<file path="config.mk">
export PLATFORM = sky130hd
export DESIGN_NAME = load_store_unit_flat
export DESIGN_NICKNAME = d
export VERILOG_FILES = /design/src/rtl/load_store_unit_if.sv /design/src/rtl/load_store_unit.sv /design/src/flat_wrapper.sv
export SDC_FILE = /design/constraint.sdc
export NUM_CORES = 1
export LEC_CHECK = 0
export ABC_AREA = 1
export CAP_MARGIN = 15
export CELL_PAD_IN_SITES_DETAIL_PLACEMENT = 1
export CELL_PAD_IN_SITES_GLOBAL_PLACEMENT = 1
export CORE_ASPECT_RATIO = 0.6
export CORE_MARGIN = 8
export CORE_UTILIZATION = 32
export CTS_BUF_LIST = sky130_fd_sc_hd__clkbuf_16
export DETAILED_ROUTE_END_ITERATION = 8
export PLACE_DENSITY = 0.82
export SLEW_MARGIN = 30
export SYNTH_ARGS = -nofsm -noshare
export SYNTH_HDL_FRONTEND = slang
export SYNTH_SLANG_ARGS = --single-unit
</file>
<file path="constraint.sdc">
create_clock -name clk -period 5.5 [get_ports clk]
set_clock_uncertainty 0.1 [all_clocks]
set_input_delay 1.65 -clock clk [delete_from_list [all_inputs] [get_ports clk]]
set_output_delay 1.65 -clock clk [all_outputs]
set_load 0.02 [all_outputs]
</file>
<file path="src/rtl/load_store_unit_if.sv">
// Data-memory request/grant/response bus between the load/store unit (master) and memory (slave).
interface load_store_unit_if;
  logic        dmem_req_out;
  logic        dmem_we_out;
  logic [31:0] dmem_addr_out;
  logic [31:0] dmem_wdata_out;
  logic [3:0]  dmem_be_out;
  logic        dmem_gnt_in;
  logic        dmem_rvalid_in;
  logic [31:0] dmem_rdata_in;

  modport master (
    output dmem_req_out, dmem_we_out, dmem_addr_out, dmem_wdata_out, dmem_be_out,
    input  dmem_gnt_in, dmem_rvalid_in, dmem_rdata_in
  );

  modport slave (
    input  dmem_req_out, dmem_we_out, dmem_addr_out, dmem_wdata_out, dmem_be_out,
    output dmem_gnt_in, dmem_rvalid_in, dmem_rdata_in
  );
endinterface

</file>
<file path="src/rtl/load_store_unit.sv">
// RV32 memory-stage load/store unit: store 2 cycles, load 3, fault 1 (+1 per gnt/rvalid delay cycle).
// Stalls the pipeline from acceptance until DONE; one op outstanding at a time.
module load_store_unit #(
  parameter int MEM_TIMEOUT = 255
) (
  input  logic              clk,
  input  logic              rst,
  input  logic              op_valid_in,
  input  logic              mem_we_in,
  input  logic [2:0]        funct3_in,
  input  logic [31:0]       addr_in,
  input  logic [31:0]       store_data_in,
  load_store_unit_if.master dmem,
  output logic [31:0]       load_data_out,
  output logic              done_out,
  output logic              stall_out,
  output logic              misaligned_out,
  output logic              bus_error_out
);

  localparam int CNT_W = (MEM_TIMEOUT > 0) ? $clog2(MEM_TIMEOUT + 1) : 1;
  localparam logic [CNT_W-1:0] TMO_LAST = CNT_W'(MEM_TIMEOUT - 1);

  typedef enum logic [1:0] {IDLE, REQ, WAIT, DONE} state_e;

  typedef struct packed {
    logic        we;
    logic [2:0]  funct3;
    logic [31:0] addr;
  } op_t;

  state_e           state_q;
  op_t              op_q;
  logic             req_q;
  logic [3:0]       be_q;
  logic [31:0]      wdata_q;
  logic [31:0]      load_data_q;
  logic             done_q;
  logic             misaligned_q;
  logic             bus_error_q;
  logic [CNT_W-1:0] cnt_q;

  logic        illegal;
  logic        misaligned;
  logic [3:0]  be_d;
  logic [31:0] wdata_d;
  logic [7:0]  byte_sel;
  logic [15:0] half_sel;
  logic [31:0] load_data_d;
  logic        timeout;

  always_comb begin
    illegal    = 1'b0;
    misaligned = 1'b0;
    case (funct3_in)
      3'b000:  ;
      3'b001:  misaligned = addr_in[0];
      3'b010:  misaligned = |addr_in[1:0];
      3'b100:  illegal = mem_we_in;
      3'b101:  begin
        illegal    = mem_we_in;
        misaligned = addr_in[0];
      end
      default: illegal = 1'b1;
    endcase
  end

  always_comb begin
    be_d    = 4'b1111;
    wdata_d = store_data_in;
    case (funct3_in[1:0])
      2'b00: begin
        be_d    = 4'b0001 << addr_in[1:0];
        wdata_d = {4{store_data_in[7:0]}};
      end
      2'b01: begin
        be_d    = addr_in[1] ? 4'b1100 : 4'b0011;
        wdata_d = {2{store_data_in[15:0]}};
      end
      default: ;
    endcase
  end

  always_comb begin
    case (op_q.addr[1:0])
      2'd0:    byte_sel = dmem.dmem_rdata_in[7:0];
      2'd1:    byte_sel = dmem.dmem_rdata_in[15:8];
      2'd2:    byte_sel = dmem.dmem_rdata_in[23:16];
      default: byte_sel = dmem.dmem_rdata_in[31:24];
    endcase
    half_sel = op_q.addr[1] ? dmem.dmem_rdata_in[31:16] : dmem.dmem_rdata_in[15:0];
    case (op_q.funct3)
      3'b000:  load_data_d = {{24{byte_sel[7]}}, byte_sel};
      3'b001:  load_data_d = {{16{half_sel[15]}}, half_sel};
      3'b100:  load_data_d = {24'd0, byte_sel};
      3'b101:  load_data_d = {16'd0, half_sel};
      default: load_data_d = dmem.dmem_rdata_in;
    endcase
  end

  // The counter spans REQ and WAIT together, so a late grant leaves less time for rvalid.
  assign timeout = (MEM_TIMEOUT != 0) && (cnt_q >= TMO_LAST);

  always_ff @(posedge clk or posedge rst) begin
    if (rst) begin
      state_q      <= IDLE;
      op_q         <= '0;
      req_q        <= 1'b0;
      be_q         <= '0;
      wdata_q      <= '0;
      load_data_q  <= '0;
      done_q       <= 1'b0;
      misaligned_q <= 1'b0;
      bus_error_q  <= 1'b0;
      cnt_q        <= '0;
    end else begin
      done_q       <= 1'b0;
      misaligned_q <= 1'b0;
      bus_error_q  <= 1'b0;
      case (state_q)
        IDLE: begin
          if (op_valid_in) begin
            op_q    <= '{we: mem_we_in, funct3: funct3_in, addr: addr_in};
            be_q    <= be_d;
            wdata_q <= wdata_d;
            cnt_q   <= '0;
            if (illegal) begin
              state_q     <= DONE;
              done_q      <= 1'b1;
              bus_error_q <= 1'b1;
            end else if (misaligned) begin
              state_q      <= DONE;
              done_q       <= 1'b1;
              misaligned_q <= 1'b1;
            end else begin
              state_q <= REQ;
              req_q   <= 1'b1;
            end
          end
        end
        REQ: begin
          cnt_q <= cnt_q + 1'b1;
          if (dmem.dmem_gnt_in) begin
            req_q <= 1'b0;
            if (op_q.we) begin
              state_q <= DONE;
              done_q  <= 1'b1;
            end else begin
              state_q <= WAIT;
            end
          end else if (timeout) begin
            req_q       <= 1'b0;
            state_q     <= DONE;
            done_q      <= 1'b1;
            bus_error_q <= 1'b1;
          end
        end
        WAIT: begin
          cnt_q <= cnt_q + 1'b1;
          if (dmem.dmem_rvalid_in) begin
            load_data_q <= load_data_d;
            state_q     <= DONE;
            done_q      <= 1'b1;
          end else if (timeout) begin
            state_q     <= DONE;
            done_q      <= 1'b1;
            bus_error_q <= 1'b1;
          end
        end
        default: state_q <= IDLE;
      endcase
    end
  end

  assign dmem.dmem_req_out   = req_q;
  assign dmem.dmem_we_out    = op_q.we;
  assign dmem.dmem_addr_out  = {op_q.addr[31:2], 2'b00};
  assign dmem.dmem_wdata_out = wdata_q;
  assign dmem.dmem_be_out    = be_q;

  assign load_data_out  = load_data_q;
  assign done_out       = done_q;
  assign misaligned_out = misaligned_q;
  assign bus_error_out  = bus_error_q;
  // Low during reset so a held op_valid_in cannot look like an accepted instruction.
  assign stall_out = !rst && ((state_q == IDLE && op_valid_in) || state_q == REQ || state_q == WAIT);

endmodule
</file>
<file path="src/flat_wrapper.sv">
// flat-port wrapper written by rule: the top's interface ports become plain ports
module load_store_unit_flat 
#(
  parameter int MEM_TIMEOUT = 255
)
  (clk, rst, op_valid_in, mem_we_in, funct3_in, addr_in, store_data_in, load_data_out, done_out, stall_out, misaligned_out, bus_error_out, dmem_dmem_req_out, dmem_dmem_we_out, dmem_dmem_addr_out, dmem_dmem_wdata_out, dmem_dmem_be_out, dmem_dmem_gnt_in, dmem_dmem_rvalid_in, dmem_dmem_rdata_in);
  load_store_unit_if dmem_i ();
  input  logic clk;
  input  logic rst;
  input  logic op_valid_in;
  input  logic mem_we_in;
  input  logic [2:0] funct3_in;
  input  logic [31:0] addr_in;
  input  logic [31:0] store_data_in;
  output logic [31:0] load_data_out;
  output logic done_out;
  output logic stall_out;
  output logic misaligned_out;
  output logic bus_error_out;
  output wire logic [$bits(dmem_i.dmem_req_out)-1:0] dmem_dmem_req_out;
  output wire logic [$bits(dmem_i.dmem_we_out)-1:0] dmem_dmem_we_out;
  output wire logic [$bits(dmem_i.dmem_addr_out)-1:0] dmem_dmem_addr_out;
  output wire logic [$bits(dmem_i.dmem_wdata_out)-1:0] dmem_dmem_wdata_out;
  output wire logic [$bits(dmem_i.dmem_be_out)-1:0] dmem_dmem_be_out;
  input wire logic [$bits(dmem_i.dmem_gnt_in)-1:0] dmem_dmem_gnt_in;
  input wire logic [$bits(dmem_i.dmem_rvalid_in)-1:0] dmem_dmem_rvalid_in;
  input wire logic [$bits(dmem_i.dmem_rdata_in)-1:0] dmem_dmem_rdata_in;
  assign dmem_dmem_req_out = dmem_i.dmem_req_out;
  assign dmem_dmem_we_out = dmem_i.dmem_we_out;
  assign dmem_dmem_addr_out = dmem_i.dmem_addr_out;
  assign dmem_dmem_wdata_out = dmem_i.dmem_wdata_out;
  assign dmem_dmem_be_out = dmem_i.dmem_be_out;
  assign dmem_i.dmem_gnt_in = dmem_dmem_gnt_in;
  assign dmem_i.dmem_rvalid_in = dmem_dmem_rvalid_in;
  assign dmem_i.dmem_rdata_in = dmem_dmem_rdata_in;
  load_store_unit #(.MEM_TIMEOUT(MEM_TIMEOUT)) u_core (.clk(clk), .rst(rst), .op_valid_in(op_valid_in), .mem_we_in(mem_we_in), .funct3_in(funct3_in), .addr_in(addr_in), .store_data_in(store_data_in), .dmem(dmem_i), .load_data_out(load_data_out), .done_out(done_out), .stall_out(stall_out), .misaligned_out(misaligned_out), .bus_error_out(bus_error_out));
endmodule
</file>
### Routed metal per tile

(2 px per um) The die is cut into 38 by 24 equal tiles; white is low, dark blue is high, scaled to the fullest tile. Values are wire area over tile area, all layers added.
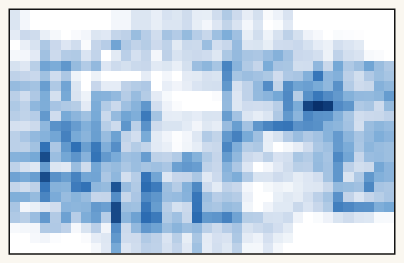
fullest tile = 0.51
nearly empty tiles = 13%
mean over tiles = 0.14
tiles over half the peak = 16%

### Met4 routing

(2 px per um) Supply wires on this layer in gray.
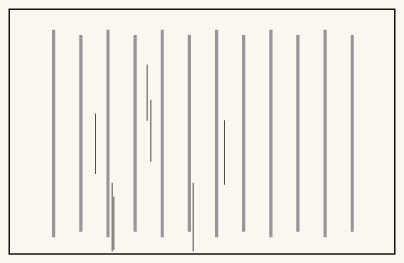
longest straight run = 34.0 um
main direction = vertical
nets with wire on the layer = 5
share of all routed wire = 1.0%
wire length on this layer = 215 um

### Logic cells by family

(3 px per um)
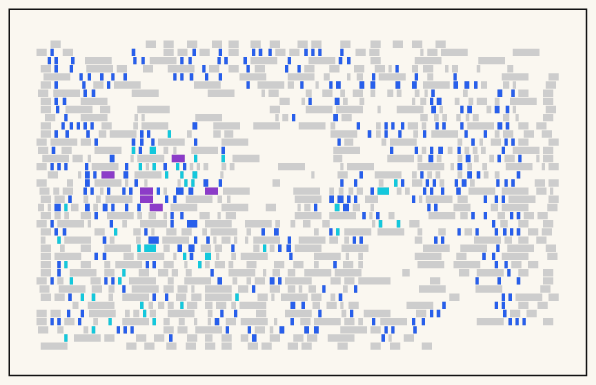
purple -> adder and majority cells  # cells 6, where left middle
blue -> NAND gates  # cells 305, where spread over the die
cyan -> NOR gates  # cells 42

==> run notes <==
Summary of implementation figures.

Critical path
The report lists the cells along the critical path as clkdlybuf4s50_1 > nand2_2 > a31oi_1 > clkdlybuf4s50_1. The data arrival time at the worst-slack endpoint is 2.98 ns. The worst setup path is launched from an input port. By instance count, the cell type seen most on the critical path is sky130_fd_sc_hd__clkdlybuf4s50_1. The largest incremental delay on the critical path is ~0.63 ns.

The endpoint of the lowest-slack register-to-register path is u_core.op_q[33]. The category of the worst setup path capture point is a primary output. The number of cell instances on the worst register-to-register path is 7. The worst register-to-register path has a setup slack of 2.92 ns. The worst setup path category is input port to primary output.

Logic synthesis
The most area-hungry cell type in the Yosys netlist is sky130_fd_sc_hd__dfrtp_1. The synthesis warning total is 0. The stat command in Yosys gives a chip area of 5940 um2. The number of distinct library cells after synthesis is 30.

The share of synthesized area in the top cell type comes to 0.497. Per Yosys stat, the portion of area used by sequential elements is 0.497. The cell area that synthesis handed to floorplanning was 5940 um2.

Global route
The maximum number of pins on one net before global-route repair is 75. The number of antenna violations at the first check in global routing is 0. The first global-routing pass estimated 33800 um of wire.

Hold path
Hold analysis shows the worst path with a depth of 2. For the worst min-delay path, the startpoint reported by OpenROAD is u_core.dmem.dmem_addr_out[6].

Final timing
For the pin with the worst max-slew slack, the measured transition is 0.795 ns. The period utilization is 0.860.

Placed design
The number of placed instances with taps included is 1137. The worst setup slack before clock tree synthesis is 0.765 ns. After its last routability iteration, the placer logged a weighted congestion of 0.838. The half-perimeter wire length of the detailed placement result is 15700 um.

Final layout
The area growth from synthesis to layout is 43.4%. The top cell type in the final layout, fill and taps aside, is sky130_fd_sc_hd__nand2_1. The top cell types in the final layout, fill and taps aside, are sky130_fd_sc_hd__nand2_1, sky130_fd_sc_hd__clkdlybuf4s50_1, sky130_fd_sc_hd__dfrtp_1. The count of cells in the finished layout, fillers not included, comes to 1169.

Power and ir drop
Internal power comes to about 3.0 mW. Summed over all cells, the static leakage comes to around 4.0 nW. The power consumption is 5.18 mW. The worst voltage drop across the vdd grid is 0.278 mV.

Route
The residual DRC count is 0. The routed design has ~21000 um of wire. The via total after detailed routing is 5662. The pre-antenna-repair detailed-routing pass consisted of 4 iterations.

CTS
The number of clock sinks came to 118. The number of buffers added by the clock tree synthesis step is 17. Post-CTS repair ended up resizing 0 cells. The CTS H-tree depth is 4. On the worst setup and hold paths after CTS, the clock-pin slew comes to 0.06 ns. The clock latency at the later pin of the worst-skew pair is 0.41 ns.

Status
The flow ran to the end, and the final reports show no timing, DRC or antenna violations.

Floorplan
The die is 192 um wide.
### Routing congestion

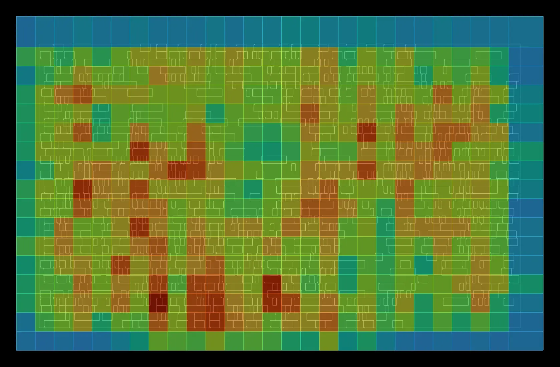
M3 GR Usage: 0.0599
overall global routing resource usage: 0.182
Routed WL per cell: 18.0 um
Top Usage Layer GRT: met2

### Close-up of the layout

Window x 81 to 111, y 21 to 51 um. Cells in gray, sequential cells in the stronger gray; small squares are vias.
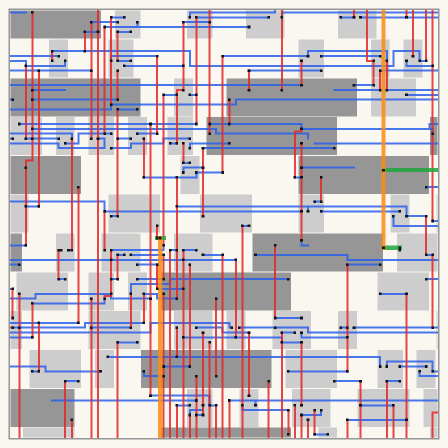
orange -> met4
green -> met3
blue -> met1
red -> met2
sequential cells in the window = 9
netlist names of flops here include = u_core.dmem.dmem_wdata_out (5), u_core.dmem.dmem_be_out (2), u_core.op_q (2)
most frequent = nand2_1 (11), dfrtp_1 (9), clkdlybuf4s50_1 (8)
cells with their middle in the window = 53

==> metal layers <==
layer	part of all wire	global-route usage	wire length, um	vias up
li1	-	-	-	2698
met1	0.47	0.246	9880	2789
met2	0.44	0.282	9310	157
met3	0.077	0.0599	1620	18
met4	0.010	0.0421	214	0
met5	0	0	0	-
==> flip-flops by register name, summed over array words and instances (netlist names) <==
signal,flops
u_core.bus_error_out,1
u_core.cnt_q,8
u_core.dmem.dmem_addr_out,30
u_core.dmem.dmem_be_out,4
u_core.dmem.dmem_req_out,1
u_core.dmem.dmem_wdata_out,32
u_core.dmem.dmem_we_out,1
u_core.done_out,1
u_core.load_data_out,32
u_core.misaligned_out,1
u_core.op_q,5
u_core.state_q,2
==> cell type report <==
class                   instances  area (um2)
clock inverters                15         155
flip-flops and latches        118        2950
fillers                      2159        9590
clock buffers                  17         425
repair buffers                213        2110
inverters                      66         253
well taps                     240         300
multi-input cells             500        2320
==> worst max-delay path, delay by kind of cell <==
| kind | cells | cell delay (ns) |
|---|---|---|
| AOI/OAI and AO/OA | 1 | 0.14 |
| buffers and inverters | 2 | 1.12 |
| and+or+nand+nor | 1 | 0.07 |
==> cell usage after synthesis, drive strengths merged <==
cell	n
nand2	259
ha	6
o21bai	1
a211oi	1
or2	16
inv	66
buf	59
nand3b	1
a31oi	19
o22ai	1
conb	1
nand3	45
o211ai	17
clkbuf	9
nor3	2
a21oi	52
nor2	40
dfrtp	118
o21ai	38
==> power by group through the flow <==
stage	clock network, mW	logic [mW]	registers, mW
floorplan	0	1.30	1.78
global placement	0	2.50	1.53
detailed placement	0	2.57	1.55
CTS	1.13	2.58	1.54
global route	1.17	2.79	1.59
finish	1.10	2.54	1.53
==> worst max-delay path by stage <==
stage / slack [ns] / endpoint
final: 0.77 / stall_out
after global routing: 0.68 / stall_out
after CTS: 0.76 / stall_out
after detailed placement: 0.77 / stall_out
after global placement: 0.78 / stall_out
after floorplan: 0.62 / u_core.bus_error_out
==> through the flow <==
step           hold slack, ns  instance area (um2)
3_5_place_dp            0.366                 7950
2_1_floorplan           0.350                 5950
3_3_place_gp            0.362                 7950
5_1_grt                 0.398                 8520
4_1_cts                 0.381                 8530
6_report                0.374                 8520
==> kinds of logic (layout without fill, tap and decap cells) <==
| logic type | after synthesis | after routing | synth area share |
|---|---|---|---|
| DFF | 118 | 118 | 0.497 |
| other | 1 | 2 | 0.000631 |
| AOI/OAI and AO/OA | 129 | 129 | 0.124 |
| buffers and inverters | 134 | 311 | 0.114 |
| adders and majority gates | 6 | 6 | 0.0126 |
| and+or+nand+nor | 363 | 363 | 0.253 |
Power is estimated from default activity; no workload was simulated.
